$ cat config.mk
export PLATFORM = sky130hd
export DESIGN_NAME = mem_port_arbiter_flat
export DESIGN_NICKNAME = d
export VERILOG_FILES = /design/src/rtl/mem_arb_pkg.sv /design/src/rtl/mem_port_arbiter_if.sv /design/src/rtl/mem_arb_req_slot.sv /design/src/rtl/mem_port_arbiter.sv /design/src/flat_wrapper.sv
export SDC_FILE = /design/constraint.sdc
export NUM_CORES = 1
export LEC_CHECK = 0
export CAP_MARGIN = 20
export CORE_ASPECT_RATIO = 1.4
export CORE_UTILIZATION = 55
export DETAILED_ROUTE_END_ITERATION = 8
export DONT_BUFFER_PORTS = 1
export PLACE_DENSITY = 0.7
export SLEW_MARGIN = 20
export SYNTH_ARGS = -nofsm -noshare
export SYNTH_HDL_FRONTEND = slang
export SYNTH_HIERARCHICAL = 1
export SYNTH_SLANG_ARGS = --single-unit
$ cat constraint.sdc
create_clock -name clk -period 2.71 [get_ports clk]
set_input_delay 0.542 -clock clk [delete_from_list [all_inputs] [get_ports clk]]
set_output_delay 0.542 -clock clk [all_outputs]
set_load 0.02 [all_outputs]
$ cat src/rtl/mem_arb_pkg.sv
`default_nettype none
// ============================================================================
// Module : mem_arb_pkg
// Brief  : Shared types for the I/D memory port arbiter.
// Rev    : 1.0
// ============================================================================
package mem_arb_pkg;

    typedef enum logic [1:0] {
        IDLE  = 2'd0,
        ISSUE = 2'd1,
        WAIT  = 2'd2
    } arb_state_t;

    typedef enum logic {
        OWN_I = 1'b0,
        OWN_D = 1'b1
    } arb_owner_t;

    typedef struct packed {
        logic [31:0] addr;
        logic [3:0]  rmask;
        logic [3:0]  wmask;
        logic [31:0] wdata;
    } mem_req_t;

    localparam mem_req_t REQ_NONE = '0;

    function automatic arb_owner_t other_side(input arb_owner_t o);
        return (o == OWN_I) ? OWN_D : OWN_I;
    endfunction

endpackage
`default_nettype wire

$ cat src/rtl/mem_port_arbiter_if.sv
`default_nettype none
// ============================================================================
// Module : mem_port_arbiter_if
// Brief  : Fetch, LSU and downstream magic-memory signals of the arbiter.
// Rev    : 1.0
// ============================================================================
interface mem_port_arbiter_if;
    logic [31:0] i_addr;
    logic [3:0]  i_rmask;
    logic [31:0] i_rdata;
    logic        i_resp;

    logic [31:0] d_addr;
    logic [3:0]  d_rmask;
    logic [3:0]  d_wmask;
    logic [31:0] d_wdata;
    logic [31:0] d_rdata;
    logic        d_resp;

    logic [31:0] m_addr;
    logic [3:0]  m_rmask;
    logic [3:0]  m_wmask;
    logic [31:0] m_wdata;
    logic [31:0] m_rdata;
    logic        m_resp;

    // Arbiter view.
    modport slave (
        input  i_addr, i_rmask, d_addr, d_rmask, d_wmask, d_wdata, m_rdata, m_resp,
        output i_rdata, i_resp, d_rdata, d_resp, m_addr, m_rmask, m_wmask, m_wdata
    );

    // Requester/memory environment view.
    modport master (
        output i_addr, i_rmask, d_addr, d_rmask, d_wmask, d_wdata, m_rdata, m_resp,
        input  i_rdata, i_resp, d_rdata, d_resp, m_addr, m_rmask, m_wmask, m_wdata
    );
endinterface
`default_nettype wire

$ cat src/rtl/mem_arb_req_slot.sv
`default_nettype none
// ============================================================================
// Module : mem_arb_req_slot
// Brief  : One-entry pending request buffer; capture wins over clear.
// Rev    : 1.0
// ============================================================================
module mem_arb_req_slot
    import mem_arb_pkg::*;
(
    input  wire logic     clk,
    input  wire logic     rst,
    input  wire logic     cap_i,
    input  wire mem_req_t req_i,
    input  wire logic     clr_i,
    output logic          valid_o,
    output mem_req_t      req_o,
    output logic          ovf_o
);

    logic     valid_q, valid_d;
    mem_req_t req_q, req_d;

    always_ff @(posedge clk) begin
        if (!rst) begin
            valid_q <= 1'b0;
            req_q   <= REQ_NONE;
        end else begin
            valid_q <= valid_d;
            req_q   <= req_d;
        end
    end

    always_comb begin
        valid_d = valid_q;
        req_d   = req_q;
        if (clr_i) begin
            valid_d = 1'b0;
        end
        if (cap_i) begin
            valid_d = 1'b1;
            req_d   = req_i;
        end
    end

    assign valid_o = valid_q;
    assign req_o   = req_q;
    // A slot being retired this cycle may legally accept its successor.
    assign ovf_o   = cap_i && valid_q && !clr_i;

endmodule
`default_nettype wire

$ cat src/rtl/mem_port_arbiter.sv
`default_nettype none
// ============================================================================
// Module : mem_port_arbiter
// Brief  : Round-robin sharing of one magic-memory port between I and D.
// Rev    : 1.0
// ============================================================================
module mem_port_arbiter
    import mem_arb_pkg::*;
#(
    parameter int TIMEOUT_CYCLES = 1024
) (
    input  wire logic         clk,
    input  wire logic         rst,
    mem_port_arbiter_if.slave bus,
    output logic              err_o
);

    localparam int              WDW      = (TIMEOUT_CYCLES > 1) ? $clog2(TIMEOUT_CYCLES + 1) : 1;
    localparam logic [WDW-1:0]  WD_LIMIT = WDW'(TIMEOUT_CYCLES);
    localparam bit              WD_EN    = (TIMEOUT_CYCLES != 0);

    arb_state_t     state_q, state_d;
    arb_owner_t     owner_q, owner_d;
    arb_owner_t     last_q, last_d;
    mem_req_t       m_q, m_d;
    logic [WDW-1:0] wd_q, wd_d;
    logic           err_q, err_d;

    logic     w_i_cap, w_d_cap, w_d_both;
    logic     w_i_clr, w_d_clr, w_resp;
    logic     w_i_valid, w_d_valid, w_i_ovf, w_d_ovf;
    mem_req_t w_i_req_in, w_d_req_in, w_i_req, w_d_req;

    assign w_i_cap  = |bus.i_rmask;
    assign w_d_cap  = (|bus.d_rmask) || (|bus.d_wmask);
    assign w_d_both = (|bus.d_rmask) && (|bus.d_wmask);

    assign w_i_req_in = '{addr: bus.i_addr, rmask: bus.i_rmask, wmask: 4'h0, wdata: 32'h0};
    // A request carrying both masks is treated as a pure write.
    assign w_d_req_in = '{addr:  bus.d_addr,
                          rmask: w_d_both ? 4'h0 : bus.d_rmask,
                          wmask: bus.d_wmask,
                          wdata: bus.d_wdata};

    assign w_resp  = (state_q == WAIT) && bus.m_resp;
    assign w_i_clr = w_resp && (owner_q == OWN_I);
    assign w_d_clr = w_resp && (owner_q == OWN_D);

    mem_arb_req_slot u_slot_i (
        .clk     (clk),
        .rst     (rst),
        .cap_i   (w_i_cap),
        .req_i   (w_i_req_in),
        .clr_i   (w_i_clr),
        .valid_o (w_i_valid),
        .req_o   (w_i_req),
        .ovf_o   (w_i_ovf)
    );

    mem_arb_req_slot u_slot_d (
        .clk     (clk),
        .rst     (rst),
        .cap_i   (w_d_cap),
        .req_i   (w_d_req_in),
        .clr_i   (w_d_clr),
        .valid_o (w_d_valid),
        .req_o   (w_d_req),
        .ovf_o   (w_d_ovf)
    );

    always_ff @(posedge clk) begin
        if (!rst) begin
            state_q <= IDLE;
            owner_q <= OWN_I;
            last_q  <= OWN_D;
            m_q     <= REQ_NONE;
            wd_q    <= '0;
            err_q   <= 1'b0;
        end else begin
            state_q <= state_d;
            owner_q <= owner_d;
            last_q  <= last_d;
            m_q     <= m_d;
            wd_q    <= wd_d;
            err_q   <= err_d;
        end
    end

    always_comb begin
        state_d = state_q;
        owner_d = owner_q;
        last_d  = last_q;
        m_d     = m_q;
        wd_d    = wd_q;
        err_d   = err_q || w_i_ovf || w_d_ovf || w_d_both
                  || ((state_q != WAIT) && bus.m_resp);

        case (state_q)
            IDLE: begin
                if (w_i_valid && w_d_valid) begin
                    owner_d = other_side(last_q);
                    m_d     = (other_side(last_q) == OWN_I) ? w_i_req : w_d_req;
                    state_d = ISSUE;
                end else if (w_i_valid) begin
                    owner_d = OWN_I;
                    m_d     = w_i_req;
                    state_d = ISSUE;
                end else if (w_d_valid) begin
                    owner_d = OWN_D;
                    m_d     = w_d_req;
                    state_d = ISSUE;
                end
            end
            ISSUE: begin
                wd_d    = '0;
                state_d = WAIT;
            end
            WAIT: begin
                if (bus.m_resp) begin
                    last_d = owner_q;
                    // Owner's same-cycle re-request is not eligible yet.
                    if ((owner_q == OWN_I) ? w_d_valid : w_i_valid) begin
                        owner_d = other_side(owner_q);
                        m_d     = (owner_q == OWN_I) ? w_d_req : w_i_req;
                        state_d = ISSUE;
                    end else begin
                        state_d = IDLE;
                    end
                end else if (WD_EN && (wd_q != WD_LIMIT)) begin
                    wd_d = wd_q + 1'b1;
                    if (wd_d == WD_LIMIT) begin
                        err_d = 1'b1;
                    end
                end
            end
            default: begin
                state_d = IDLE;
            end
        endcase
    end

    assign bus.m_addr  = m_q.addr;
    assign bus.m_wdata = m_q.wdata;
    assign bus.m_rmask = (state_q == ISSUE) ? m_q.rmask : 4'h0;
    assign bus.m_wmask = (state_q == ISSUE) ? m_q.wmask : 4'h0;

    assign bus.i_resp  = w_i_clr;
    assign bus.d_resp  = w_d_clr;
    assign bus.i_rdata = bus.m_rdata;
    assign bus.d_rdata = bus.m_rdata;

    assign err_o = err_q;

endmodule
`default_nettype wire

$ cat src/flat_wrapper.sv
// flat-port wrapper written by rule: the top's interface ports become plain ports
module mem_port_arbiter_flat import mem_arb_pkg::*;
#(
    parameter int TIMEOUT_CYCLES = 1024
)
  (clk, rst, err_o, bus_i_addr, bus_i_rmask, bus_d_addr, bus_d_rmask, bus_d_wmask, bus_d_wdata, bus_m_rdata, bus_m_resp, bus_i_rdata, bus_i_resp, bus_d_rdata, bus_d_resp, bus_m_addr, bus_m_rmask, bus_m_wmask, bus_m_wdata);
  mem_port_arbiter_if bus_i ();
  input  wire logic clk;
  input  wire logic rst;
  output logic err_o;
  input wire logic [$bits(bus_i.i_addr)-1:0] bus_i_addr;
  input wire logic [$bits(bus_i.i_rmask)-1:0] bus_i_rmask;
  input wire logic [$bits(bus_i.d_addr)-1:0] bus_d_addr;
  input wire logic [$bits(bus_i.d_rmask)-1:0] bus_d_rmask;
  input wire logic [$bits(bus_i.d_wmask)-1:0] bus_d_wmask;
  input wire logic [$bits(bus_i.d_wdata)-1:0] bus_d_wdata;
  input wire logic [$bits(bus_i.m_rdata)-1:0] bus_m_rdata;
  input wire logic [$bits(bus_i.m_resp)-1:0] bus_m_resp;
  output wire logic [$bits(bus_i.i_rdata)-1:0] bus_i_rdata;
  output wire logic [$bits(bus_i.i_resp)-1:0] bus_i_resp;
  output wire logic [$bits(bus_i.d_rdata)-1:0] bus_d_rdata;
  output wire logic [$bits(bus_i.d_resp)-1:0] bus_d_resp;
  output wire logic [$bits(bus_i.m_addr)-1:0] bus_m_addr;
  output wire logic [$bits(bus_i.m_rmask)-1:0] bus_m_rmask;
  output wire logic [$bits(bus_i.m_wmask)-1:0] bus_m_wmask;
  output wire logic [$bits(bus_i.m_wdata)-1:0] bus_m_wdata;
  assign bus_i.i_addr = bus_i_addr;
  assign bus_i.i_rmask = bus_i_rmask;
  assign bus_i.d_addr = bus_d_addr;
  assign bus_i.d_rmask = bus_d_rmask;
  assign bus_i.d_wmask = bus_d_wmask;
  assign bus_i.d_wdata = bus_d_wdata;
  assign bus_i.m_rdata = bus_m_rdata;
  assign bus_i.m_resp = bus_m_resp;
  assign bus_i_rdata = bus_i.i_rdata;
  assign bus_i_resp = bus_i.i_resp;
  assign bus_d_rdata = bus_i.d_rdata;
  assign bus_d_resp = bus_i.d_resp;
  assign bus_m_addr = bus_i.m_addr;
  assign bus_m_rmask = bus_i.m_rmask;
  assign bus_m_wmask = bus_i.m_wmask;
  assign bus_m_wdata = bus_i.m_wdata;
  mem_port_arbiter #(.TIMEOUT_CYCLES(TIMEOUT_CYCLES)) u_core (.clk(clk), .rst(rst), .bus(bus_i), .err_o(err_o));
endmodule
Figure 1. Track usage over the die (run 1).
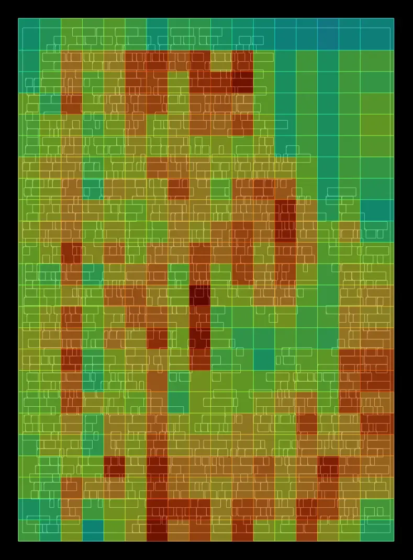
DR WL/cell: 19.8 µm
gr busiest metal: met2
grt met1 use: 0.266

Figure 2. Placement by cell class (run 1).
The bar under the picture is 20 µm long.
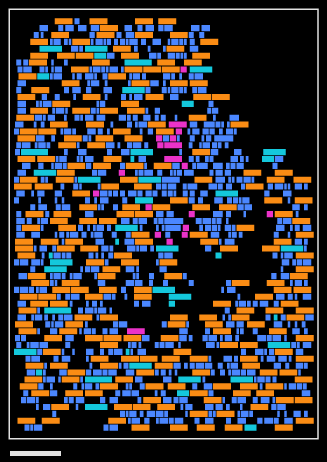
| class | colour | cells |
|---|---|---|
| combinational and other logic | blue | 744 |
| other buffers and delay cells | magenta | 19 |
| flops | orange | 234 |
| clock drivers and dummy loads | cyan | 42 |

Figure 3. Register map, names as in the netlist (run 1).
Other sequential cells in the stronger grey, the rest of the logic in the fainter grey.
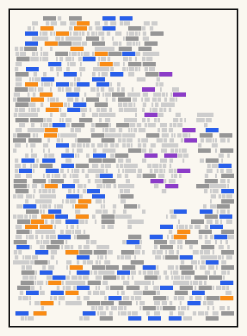
| signal | colour | flops |
|---|---|---|
| u_core/wd_q | purple | 11 |
| u_core/u_slot_i/req_o | blue | 72 |
| u_core/bus.m_wdata | orange | 32 |
not coloured: 119
Reg area: 4680 µm²
post-layout util: 0.566
sequential power: 0.00406 W
sequential cell area share: 0.427

==> results.cfg, run 1 <==
; synthesis and place-and-route metrics
[floorplanning]
initCoreUtil = 0.566
die_w_um = 121
core_region_area_um2 = 19400
row_count = 60
pin_count = 282
chip_area_um2 = 20500

[layout]
clkCellAreaFrac = 0.0772
final-nonclk-buf-share = 0.0176
num_antenna_cells = 0
buffers_excl_clock = 19
multi_input_comb_cells = 738
flops = 234
area_growth_pct = 0.0460
drive_above_1_share = 0.0770
inv_count = 6
num-nets-final = 1167
comb_share = 0.448
final_cells = 1287
clock_buffers = 29

[min_path]
holdPathEnd = u_core/u_slot_d/req_o[64]
hold_path_class = in -> reg
min_from = rst

[synth]
fa_ha_area_frac = 0.00228
yosys.area.top_type = dfxtp_1
ys_types = 59
logic_family = simple AND/OR/NAND/NOR gates
yosys-top-cells-count = dfxtp_1, nand2_1, nor2b_1
synth_top_cell_by_count = dfxtp_1
synth_top_area_share = 0.428
aoi_share = 0.114
synth_area_per_cell_um2 = 9.49
synth-seq-cells = 234
ff_type = dfxtp_1
edf_count = 0
ys_cells = 1155
async_flop_share = 0

[global_route]
use_met2 = 0.414
grt_pass1_vias = 7153
antenna_found_initial = 1
grt_max_degree = 162
grt.total_usage = 0.243
grt_pass1_wl_mm = 39.3
gr-usage-met3 = 0.0745
overflow = 0

[clock_tree]
cts_buffer_depth = 3
cts_num_sinks = 234
cts_made_buffers = 23
clock-root-buffer = clkbuf_16
ctsHoldBuffers = 0
path_clk_slew_ns = 0.06
post_cts_buffers = 0
cts_resized = 0
clk_latency_ns = 0.53

[power]
powerDensity_nw_per_um2 = 768
p_int_w = 0.00618
sw_frac_of_total = 0.266
p_leak_nw = 5.01
power_frac_comb = 0.101
clkPwrFrac = 0.416
p_sw_w = 0.00224
seqPwrFrac = 0.483
powerComb_w = 0.000849
vdd_drop_max_v = 0.000637
maxPowerGroup = sequential cells
p_clk_w = 0.00350

[sta]
rsz0062_at_grt = no
fin_setup_tns_ns = 0
period_used_share = 0.932
finalSetupViolations = 0
fmax_mhz = 396
setup_ws_ns = 0.184
tightest_slew_ns = 0.861
drv_slew = 0
fin_skew_ns = 0.0222
finalHoldViolations = 0
fin_crit_ns = 2.53
slew_headroom = 0.426

[critical_path]
crit_path_end_kind = primary output
critPathMaxFanout = 19
startpoint_type = flop
crit_slowest_cell = dfxtp_1
path_class = reg -> out
worstSetupStartpoint = u_core/state_q[0]
reg2reg_from = u_core/state_q[1]
cpPeakStageDelay_ns = 0.53
worstRegToRegCells = 9
crit_required_ns = 2.17

[outcome]
run_status = finished, final reports clean

[flow_run]
cap_violations = 0

[detailed_routing]
drt-pass1-iter-count = 6
drt-initial-drc-count = 377
num_vias = 7274
detail-route-antenna-nets = 0
viasPerCell = 5.65

[placement]
hpwl_mm = 15.9
portBuffers = 0
place_inst = 1245
post-place-ws_ns = 0.505
place_congestion = 0.842
-- run 1: cell usage in the layout (no fill, tap or decap), types with 3 or more instances in the layout --
cell type   synthesis  routed
dfxtp_1           234     234
nand2_1           158     157
nor2b_1           147     147
mux2i_1           145     145
a21oi_1            76      76
a311oi_1           73      73
conb_1              1      36
clkbuf_16           0      23
buf_4             130      15
and2_1             15      14
nand3_1            10      10
nor2_1              7       7
and3_1              7       7
clkbuf_8            0       6
clkinv_2            0       5
bufinv_16           0       4
inv_1               5       4
nand2b_1            4       4
nand4_1             4       4
o21a_1              4       4
buf_12             10       4
clkinvlp_4          0       3
nor4_1              3       3
o221ai_1            3       3
or4_1               4       3
nor3_1              3       3
-- run 1: stage by stage --
| stage | util | instance area [µm²] | hold slack (ns) |
|---|---|---|---|
| 4_1_cts | 0.566 | 11000 | 0.151 |
| 2_1_floorplan | - | 11100 | 0.427 |
| 6_report | 0.566 | 11000 | 0.180 |
| 3_3_place_gp | 0.522 | 10100 | 0.451 |
| 3_5_place_dp | 0.522 | 10100 | 0.457 |
| 5_1_grt | 0.566 | 11000 | 0.167 |
-- run 1: layer usage --
| metal | vias up | part of all wire |
|---|---|---|
| met5 | - | 0.00047 |
| met4 | 2 | 0.052 |
| met3 | 91 | 0.084 |
| met2 | 177 | 0.48 |
| met1 | 3445 | 0.38 |
| li1 | 3559 | - |
-- run 1: registers in the layout (all words and copies together) (netlist names), 2 cells and up --
register and flops:
u_core/bus.m_addr 32, u_core/wd_q 11, u_core/m_q 8, u_core/u_slot_d/req_o 72, u_core/state_q 2, u_core/bus.m_wdata 32, u_core/u_slot_i/req_o 72
-- run 1: worst max-delay path: cells and delay by family (launching register included) --
kind	cells	cell delay (ns)
flip-flops	1	0.53
AND/OR/NAND/NOR	2	0.49
buffers and inverters	2	0.44
Figure 4. Clock distribution (run 1).
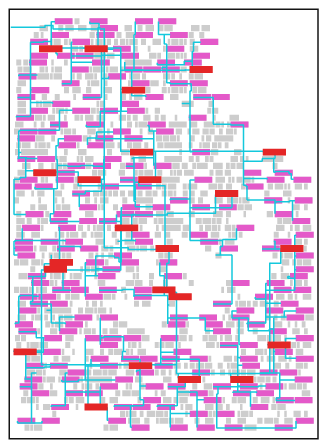

==> inputs of run 2 (changes only) <==
CORE_ASPECT_RATIO = 1.5   (was 1.4)
SKIP_LAST_GASP = 1   (was default)
Figure 5. Clock distribution (run 2).
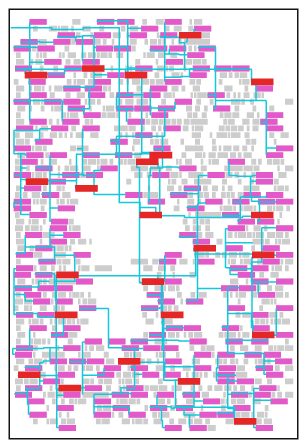
[clock wires] cyan | length: 2740 µm
[flip-flops] magenta | count: 234
[clock drivers] red | count: 23
routed clock nets: 24

Figure 6. Supply network (run 2).
Pins as bars on the die edge. Tap cells in grey.
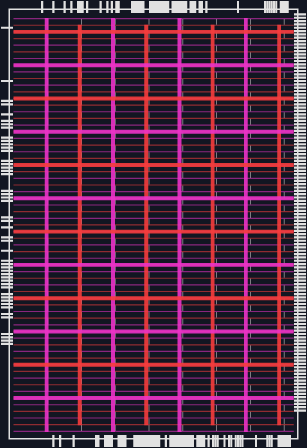
| net | colour |
|---|---|
| VDD | red |
| VSS | magenta |
met1 rails: 63
rows: 62
Die H: 175 µm
core area: 19300 µm²
Die Width: 117 µm
Max rail drop VDD: 0.000599 V

==> results.cfg, run 2 <==
; synthesis and place-and-route metrics
[outcome]
run_status = finished, final reports clean

[critical_path]
crit_required_ns = 2.17
worstRegToRegCells = 8
reg2reg_from = u_core/state_q[1]
path_class = reg -> out
crit_path_end_kind = primary output

[synth]
ff_type = dfxtp_1
synth_top_area_share = 0.428
ys_cells = 1155
synth_area_per_cell_um2 = 9.49
yosys.area.top_type = dfxtp_1
ys_types = 59
edf_count = 0

[power]
power_frac_comb = 0.100
p_sw_w = 0.00216
p_int_w = 0.00618
sw_frac_of_total = 0.260
seqPwrFrac = 0.486
powerDensity_nw_per_um2 = 763

[detailed_routing]
viasPerCell = 5.63
num_vias = 7274
drt-pass1-iter-count = 4
detail-route-antenna-nets = 0

[placement]
post-place-ws_ns = 0.532
placed_area_um2 = 10100
place_congestion = 0.834
hpwl_mm = 15.5
place_inst = 1250

[clock_tree]
cts_resized = 0
path_clk_slew_ns = 0.06
ctsHoldBuffers = 0
cts_buffer_depth = 3
cts_num_sinks = 234
clk_latency_ns = 0.51

[floorplanning]
row_count = 62
chip_area_um2 = 20500
pin_count = 282

[sta]
fin_skew_ns = 0.00606
period_used_share = 0.922
tightest_slew_ns = 0.914
fmax_mhz = 400
drv_slew = 0
fin_crit_ns = 2.50
setup_ws_ns = 0.210
rsz0062_at_grt = no
finalHoldViolations = 0
holdWs_ns = 0.207

[global_route]
grt_pass1_wl_mm = 38.2
grt_max_degree = 162
grt_pass1_vias = 7032
overflow = 0
grt.total_usage = 0.237

[layout]
seq_area_um2 = 4680
drive_above_1_share = 0.0725
final_cells = 1291
lay_top_cells = dfxtp_1, nand2_1, nor2b_1, mux2i_1, a21oi_1
stdcell_area_um2 = 10900
num_antenna_cells = 0
final_util = 0.566
area_growth_pct = -0.217
num-nets-final = 1164

[flow_run]
cap_violations = 0

[min_path]
min_from = bus_i_addr[24]
==> run 2: worst max-delay path: stages (launching register included) <==
cell and delay, ns:
dfxtp_1 0.52, inv_2 0.06, nor2_1 0.47, and2_1 0.39
==> run 2: routing by layer <==
layer | vias up | wire length (µm) | part of all wire | track usage
met5 | - | 0 | 0 | 0
met4 | 0 | 1330 | 0.053 | 0.136
met3 | 90 | 1850 | 0.074 | 0.0558
met2 | 201 | 12500 | 0.50 | 0.408
met1 | 3441 | 9410 | 0.38 | 0.262
li1 | 3542 | - | - | -
==> run 2: cells by family (layout without fill, tap and decap cells) <==
logic type / Yosys count / in the layout / share of synthesized area
flip-flops: 234 / 234 / 0.428
AND/OR/NAND/NOR: 377 / 377 / 0.181
multiplexers: 147 / 147 / 0.135
adder cells (fa/ha/maj): 2 / 2 / 0.00228
buffers and inverters: 218 / 63 / 0.141
other: 1 / 36 / 0.000342
AND-OR/OR-AND: 176 / 176 / 0.114
==> run 2: path summary, 6_finish.rpt <==
kind | endpoint | slack (ns)
setup / recovery | bus_m_rmask[2] | 0.21
hold / removal | u_core/u_slot_i/req_o[64] | 0.21
setup reg to reg | u_core/err_o | 0.52
hold reg to reg | u_core/bus.m_wdata[3] | 0.48
==> run 2: power by group through the flow <==
stage	Sequential, W	Combinational (W)	Clock (W)
global route	0.00409	0.000926	0.00366
global placement	0.00413	0.000818	0
finish	0.00406	0.000834	0.00345
detailed placement	0.00413	0.000839	0
floorplan	0.00389	0.00117	0
CTS	0.00406	0.000840	0.00353
==> run 2: area by class of cell <==
class / count / share of cell area
multi-input combinational: 738 / 0.449
sequential: 234 / 0.428
clock buffer: 31 / 0.0618
tap: 256 / 0.0293
timing repair buffer: 16 / 0.0156
clock inverter: 10 / 0.0141
inverter: 6 / 0.00206
Power is estimated from default activity; no workload was simulated.
